Figure 1. A small window of the routed layout.
Bar = 20 µm. Window x 165 to 215, y 241 to 291 µm. Cells in gray, sequential cells in the stronger gray; small squares are vias.
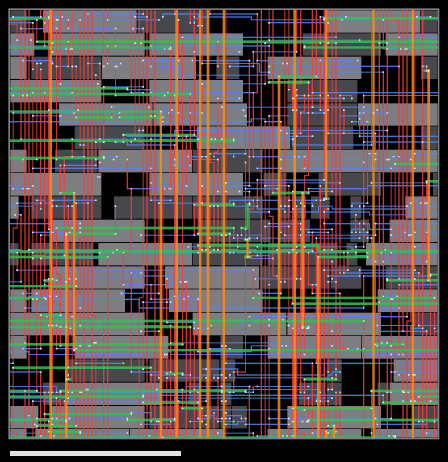
Figure 2. Clock wiring as the flow saved it.
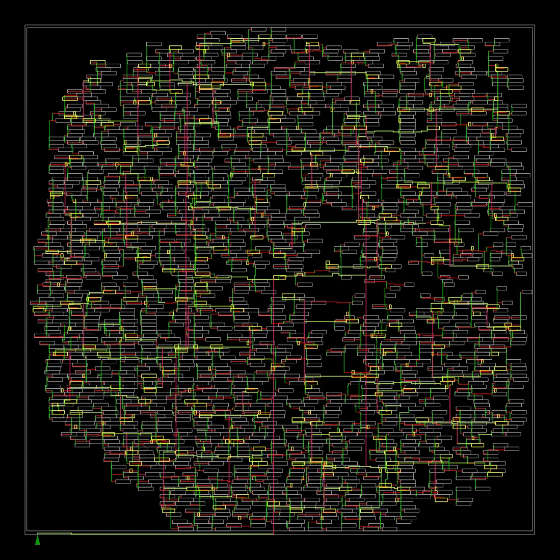
Figure 3. Signal wires on met1.
Bar = 100 µm.
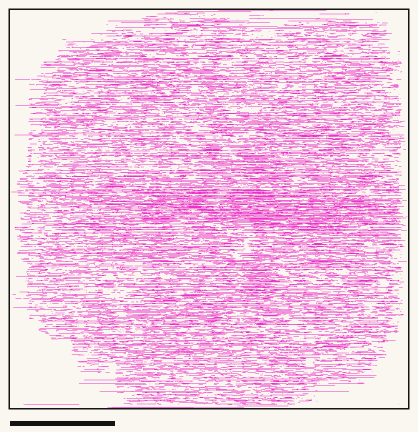
<file path="src/rtl/packetizer_pkg.sv">
// packetizer_pkg: shared constants, FSM states and the sample-pair record
package packetizer_pkg;

    localparam logic [7:0] SYNC_BYTE = 8'hA5;
    localparam int         SEQ_WIDTH = 7;

    typedef enum logic [1:0] {
        IDLE,
        HEADER,
        CH0,
        CH1
    } state_t;

    // Both channels are stored already zero-extended to the stream width.
    typedef struct packed {
        logic [15:0] ch0;
        logic [15:0] ch1;
    } sample_pair_t;

endpackage

</file>
<file path="src/rtl/axis_interface.sv">
// axis_interface: AXI-Stream bundle with source and sink views
interface axis_interface #(
    parameter int DATA_WIDTH = 16
);

    logic [DATA_WIDTH-1:0]   tdata;
    logic [DATA_WIDTH/8-1:0] tkeep;
    logic                    tvalid;
    logic                    tready;
    logic                    tlast;
    logic                    tid;
    logic                    tdest;
    logic                    tuser;

    modport Source (output tdata, tkeep, tvalid, tlast, tid, tdest, tuser, input tready);
    modport Sink   (input tdata, tkeep, tvalid, tlast, tid, tdest, tuser, output tready);

endinterface

</file>
<file path="src/rtl/sample_pair_fifo.sv">
// sample_pair_fifo: synchronous first-word-fall-through FIFO of sample pairs
//   wr_en/wr_data : push (caller guarantees !full)
//   rd_en         : pop the head (caller guarantees !empty)
//   rd_data       : current head; rd_next : entry behind the head
//   count/full/empty : derived from the registered fill count
module sample_pair_fifo
    import packetizer_pkg::*;
#(
    parameter int DEPTH = 64
) (
    input  logic                   clk,
    input  logic                   rst,
    input  logic                   wr_en,
    input  sample_pair_t           wr_data,
    input  logic                   rd_en,
    output sample_pair_t           rd_data,
    output sample_pair_t           rd_next,
    output logic [$clog2(DEPTH):0] count,
    output logic                   full,
    output logic                   empty
);

    localparam int AW = $clog2(DEPTH);
    localparam int CW = AW + 1;

    sample_pair_t  mem_q [DEPTH];
    logic [AW-1:0] wr_ptr_q, wr_ptr_d;
    logic [AW-1:0] rd_ptr_q, rd_ptr_d;
    logic [CW-1:0] count_q, count_d;

    always_comb begin
        wr_ptr_d = wr_en ? wr_ptr_q + AW'(1) : wr_ptr_q;
        rd_ptr_d = rd_en ? rd_ptr_q + AW'(1) : rd_ptr_q;
        count_d  = count_q + CW'(wr_en) - CW'(rd_en);
    end

    always_ff @(posedge clk) begin
        if (rst) begin
            wr_ptr_q <= '0;
            rd_ptr_q <= '0;
            count_q  <= '0;
        end else begin
            wr_ptr_q <= wr_ptr_d;
            rd_ptr_q <= rd_ptr_d;
            count_q  <= count_d;
        end
    end

    always_ff @(posedge clk) begin
        if (wr_en) mem_q[wr_ptr_q] <= wr_data;
    end

    assign rd_data = mem_q[rd_ptr_q];
    assign rd_next = mem_q[rd_ptr_q + AW'(1)];
    assign count   = count_q;
    assign full    = count_q == CW'(DEPTH);
    assign empty   = count_q == '0;

endmodule

</file>
<file path="src/rtl/adc_sample_packetizer.sv">
// adc_sample_packetizer: packs two-channel ADC sample pairs into headered AXI-Stream packets
//   clk, rst      : sole clock, synchronous active-high reset
//   sample_valid  : a pair is presented this cycle (no backpressure)
//   ch0/ch1_sample: channel samples, zero-extended to 16 bits on output
//   packet_stream : 16-bit source; header {A5, overflow, seq}, then ch0/ch1 per pair, tlast on last ch1
module adc_sample_packetizer
    import packetizer_pkg::*;
#(
    parameter int SAMPLE_WIDTH       = 14,
    parameter int SAMPLES_PER_PACKET = 32,
    parameter int FIFO_DEPTH         = 64
) (
    input  logic                    clk,
    input  logic                    rst,
    input  logic                    sample_valid,
    input  logic [SAMPLE_WIDTH-1:0] ch0_sample,
    input  logic [SAMPLE_WIDTH-1:0] ch1_sample,
    axis_interface.Source           packet_stream
);

    localparam int CW = $clog2(FIFO_DEPTH) + 1;
    localparam int IW = $clog2(SAMPLES_PER_PACKET + 1);

    state_t               state_q, state_d;
    logic [SEQ_WIDTH-1:0] seq_q, seq_d;
    logic                 ovf_q, ovf_d;
    logic [IW-1:0]        idx_q, idx_d;
    logic [15:0]          tdata_q, tdata_d;
    logic                 tlast_q, tlast_d;

    logic [CW-1:0] fill;
    logic          full, empty, wr_en, drop, pop;
    logic          tvalid, hs, start, last_pair;
    sample_pair_t  head, nxt;

    assign wr_en     = sample_valid && !full;
    assign drop      = sample_valid && full;
    assign tvalid    = state_q != IDLE;
    assign hs        = tvalid && packet_stream.tready;
    assign start     = state_q == IDLE && fill >= CW'(SAMPLES_PER_PACKET);
    assign last_pair = idx_q == IW'(SAMPLES_PER_PACKET - 1);
    assign pop       = state_q == CH1 && hs && !empty;

    sample_pair_fifo #(
        .DEPTH(FIFO_DEPTH)
    ) u_fifo (
        .clk    (clk),
        .rst    (rst),
        .wr_en  (wr_en),
        .wr_data('{ch0: 16'(ch0_sample), ch1: 16'(ch1_sample)}),
        .rd_en  (pop),
        .rd_data(head),
        .rd_next(nxt),
        .count  (fill),
        .full   (full),
        .empty  (empty)
    );

    always_ff @(posedge clk) begin
        if (rst) begin
            state_q <= IDLE;
            seq_q   <= '0;
            ovf_q   <= 1'b0;
            idx_q   <= '0;
            tdata_q <= '0;
            tlast_q <= 1'b0;
        end else begin
            state_q <= state_d;
            seq_q   <= seq_d;
            ovf_q   <= ovf_d;
            idx_q   <= idx_d;
            tdata_q <= tdata_d;
            tlast_q <= tlast_d;
        end
    end

    always_comb begin
        state_d = state_q;
        case (state_q)
            IDLE:    state_d = start ? HEADER : IDLE;
            HEADER:  state_d = hs ? CH0 : HEADER;
            CH0:     state_d = hs ? CH1 : CH0;
            CH1:     state_d = hs ? (last_pair ? IDLE : CH0) : CH1;
            default: state_d = IDLE;
        endcase
    end

    // tdata is preloaded on the handshake edge; the word after a ch1 comes
    // from the entry behind the head because the head is popped on that edge.
    always_comb begin
        seq_d   = start ? seq_q + SEQ_WIDTH'(1) : seq_q;
        ovf_d   = drop || (ovf_q && !start);
        idx_d   = pop ? (last_pair ? '0 : idx_q + IW'(1)) : idx_q;
        tdata_d = start                ? {SYNC_BYTE, ovf_q, seq_q} :
                  !hs                  ? tdata_q :
                  state_q == HEADER    ? head.ch0 :
                  state_q == CH0       ? head.ch1 :
                  last_pair            ? tdata_q : nxt.ch0;
        tlast_d = (hs && state_q == CH0) ? last_pair :
                  (hs && state_q == CH1) ? 1'b0 : tlast_q;
    end

    assign packet_stream.tvalid = tvalid;
    assign packet_stream.tdata  = tdata_q;
    assign packet_stream.tlast  = tlast_q;
    assign packet_stream.tkeep  = '1;
    assign packet_stream.tid    = 1'b0;
    assign packet_stream.tdest  = 1'b0;
    assign packet_stream.tuser  = 1'b0;

endmodule

</file>
<file path="src/flat_wrapper.sv">
// flat-port wrapper written by rule: the top's interface ports become plain ports
module adc_sample_packetizer_flat import packetizer_pkg::*;
#(
    parameter int SAMPLE_WIDTH       = 14,
    parameter int SAMPLES_PER_PACKET = 32,
    parameter int FIFO_DEPTH         = 64
)
  (clk, rst, sample_valid, ch0_sample, ch1_sample, packet_stream_tdata, packet_stream_tkeep, packet_stream_tvalid, packet_stream_tlast, packet_stream_tid, packet_stream_tdest, packet_stream_tuser, packet_stream_tready);
  axis_interface #(.DATA_WIDTH(16)) packet_stream_i ();
  input  logic clk;
  input  logic rst;
  input  logic sample_valid;
  input  logic [SAMPLE_WIDTH-1:0] ch0_sample;
  input  logic [SAMPLE_WIDTH-1:0] ch1_sample;
  output wire logic [$bits(packet_stream_i.tdata)-1:0] packet_stream_tdata;
  output wire logic [$bits(packet_stream_i.tkeep)-1:0] packet_stream_tkeep;
  output wire logic [$bits(packet_stream_i.tvalid)-1:0] packet_stream_tvalid;
  output wire logic [$bits(packet_stream_i.tlast)-1:0] packet_stream_tlast;
  output wire logic [$bits(packet_stream_i.tid)-1:0] packet_stream_tid;
  output wire logic [$bits(packet_stream_i.tdest)-1:0] packet_stream_tdest;
  output wire logic [$bits(packet_stream_i.tuser)-1:0] packet_stream_tuser;
  input wire logic [$bits(packet_stream_i.tready)-1:0] packet_stream_tready;
  assign packet_stream_tdata = packet_stream_i.tdata;
  assign packet_stream_tkeep = packet_stream_i.tkeep;
  assign packet_stream_tvalid = packet_stream_i.tvalid;
  assign packet_stream_tlast = packet_stream_i.tlast;
  assign packet_stream_tid = packet_stream_i.tid;
  assign packet_stream_tdest = packet_stream_i.tdest;
  assign packet_stream_tuser = packet_stream_i.tuser;
  assign packet_stream_i.tready = packet_stream_tready;
  adc_sample_packetizer #(.SAMPLE_WIDTH(SAMPLE_WIDTH), .SAMPLES_PER_PACKET(SAMPLES_PER_PACKET), .FIFO_DEPTH(FIFO_DEPTH)) u_core (.clk(clk), .rst(rst), .sample_valid(sample_valid), .ch0_sample(ch0_sample), .ch1_sample(ch1_sample), .packet_stream(packet_stream_i));
endmodule
</file>
<file path="config.mk">
export PLATFORM = sky130hd
export DESIGN_NAME = adc_sample_packetizer_flat
export DESIGN_NICKNAME = d
export VERILOG_FILES = /design/src/rtl/packetizer_pkg.sv /design/src/rtl/axis_interface.sv /design/src/rtl/sample_pair_fifo.sv /design/src/rtl/adc_sample_packetizer.sv /design/src/flat_wrapper.sv
export SDC_FILE = /design/constraint.sdc
export NUM_CORES = 2
export LEC_CHECK = 0
export CAP_MARGIN = 15
export CORE_UTILIZATION = 55
export DETAILED_ROUTE_END_ITERATION = 16
export PLACE_DENSITY = 0.71
export SLEW_MARGIN = 10
export SYNTH_ARGS = -nofsm -noshare
export SYNTH_HDL_FRONTEND = slang
export SYNTH_SLANG_ARGS = --single-unit
</file>
<file path="constraint.sdc">
create_clock -name clk -period 4.25 [get_ports clk]
set_clock_uncertainty 0.1 [all_clocks]
set_input_delay 0.6375 -clock clk [delete_from_list [all_inputs] [get_ports clk]]
set_output_delay 0.6375 -clock clk [all_outputs]
set_load 0.02 [all_outputs]
</file>
==> reports/results.tsv <==
metric	value	unit
cp_max_fo	20	
fin_crit_sh	85.97	%
ys.flop_type	edfxtp_1	
first_pass_iters	8	
core	141600	µm²
maxCapViolCount	0	
die_w	380.0	µm
ys.warnings.count	0	
async_reset_ff_share	0	%
use_met2	47.89	%
relSlewSlack	20.95	%
crit_chain	buf_4 > mux4_1 > mux4_2 > nor2b_1 > a2111oi_0 > or3_1 > nor4_1	
dp.final_hpwl	137.3	mm
holdBufCountCts	0	
highest_layer	met5	
met3_usage	7.452	%
tightestPinTransition	1186	ps
route.met2.wl	105.3	mm
min_period	3654	ps
dr.first_iter.drc_count	6627	
root_buffer	clkbuf_16	
rows	138	
holdCritPathClass	input port to flop	
post_cts_resized	0	
portBuffers	48	
grt_max_degree	114	
aoi_share	1.903	%
gp_congestion	0.9839	
layout.cells.non_filler	5972	
numSynthFlops	1849	
route.detailed.drc	0	
top_usage_layer	met2	
initial_core_util	55.51	%
outcome	finished, final reports clean	
crit_family	multiplexers	
grt_setup_unrepaired	no	
timing.rr.end	u_core.packet_stream.tdata[12]$_SDFFE_PP0P_	
grt_pass1_wl	318.0	mm
grt_pass1_vias	41820	
largest_reg_flops	1792	
synth-seq-area-share	69.92	%
ys_cells	3664	
slew_violations	0	
endpoint	u_core.packet_stream.tdata[12]$_SDFFE_PP0P_	
log.warning_count	38	
worstSetupStartpointType	flop	
met1_length	83.15	mm
dieArea	144400	µm²
fmax	0.2737	GHz
yosys_area	78590	µm²
placedCellCount	5617	
path_class	flop to flop	
peakVddDrop	374.5	µV
path_depth	7	
setup_ws	596.1	ps
p_per_area	426.1	nW/µm²
synth_area	78590	µm²
reg2regPathDepth	7	
clk_pin_slew_worst_paths	60	ps
nets	3970	
## Picture notes: Figure 1
| color | layer |
|---|---|
| red | metal 2 |
| green | metal 3 |
| orange | metal 4 |
| blue | metal 1 |
sequential cells in the window: 37
most frequent: edfxtp_1 (37), mux4_2 (14), nand2_1 (5)
netlist names of flops here include: u_core.u_fifo.mem_q (37)
cells with their middle in the window: 81

## Picture notes: Figure 2
TritonCTS Buffers: 183
Worst-Skew Late Latency: 840 ps
Flops: 1849
clock buffer count: 236
clock-net power: 16000 µW

## Picture notes: Figure 3
main direction: horizontal
longest straight run: 130 µm
share of all routed wire: 37%

## report_power, final
part	total [µW]	switching (µW)	internal, µW
Combinational	1680	1140	538
Sequential	20400	181	20200
Clock	16000	6970	9060
Total	38100	8290	29800
## stage by stage
step                      util [%]  area [µm²]  total power, µW
after detailed placement     58.81       83260            22350
final                        63.11       89360            38070
after global routing         63.11       89350            38940
after floorplan                  -       78610            21420
after global placement       58.81       83260            22320
after CTS                    62.99       89180            38130
## layout make-up
class,instances,area [µm²]
clock inverter,108,1037
antenna,3,7.507
inverter,16,65.06
fill,9401,52230
sequential,1849,54970
timing repair buffer,313,3326
multi-input combinational,1557,22710
clock buffer,236,4880
tap,1890,2365
## worst min path at each step
stage,end
4_1_cts,u_core.u_fifo.mem_q[58][25]$_DFFE_PP_
5_1_grt,u_core.u_fifo.mem_q[30][6]$_DFFE_PP_
6_report,u_core.u_fifo.mem_q[57][25]$_DFFE_PP_
2_1_floorplan,u_core.ovf_q$_SDFF_PP0_
3_5_place_dp,u_core.idx_q[1]$_SDFFE_PP0P_
3_3_place_gp,u_core.idx_q[1]$_SDFFE_PP0P_
## cell usage after synthesis (all sizes together) (10+ instances only)
master,instances,area [µm²]
o21ai,28,140.1
clkbuf,79,296.5
nor3,17,85.08
a22oi,31,232.7
o22ai,22,137.6
a32oi,12,105.1
a311oi,11,96.34
nand3,53,277.8
and2,11,68.81
dfxtp,57,1141
nor2b,17,106.4
nand4,18,112.6
xor2,15,131.4
nand2,133,499.2
xnor2,15,146.4
buf,167,1149
edfxtp,1792,53810
mux4,773,17460
nor2,171,641.9
mux2i,48,480.5
a221oi,14,122.6
a21oi,29,145.1
a211oi,10,75.07
ha,17,212.7
inv,16,60.06
No activity file was given, so power comes from the tool's default toggle rates.
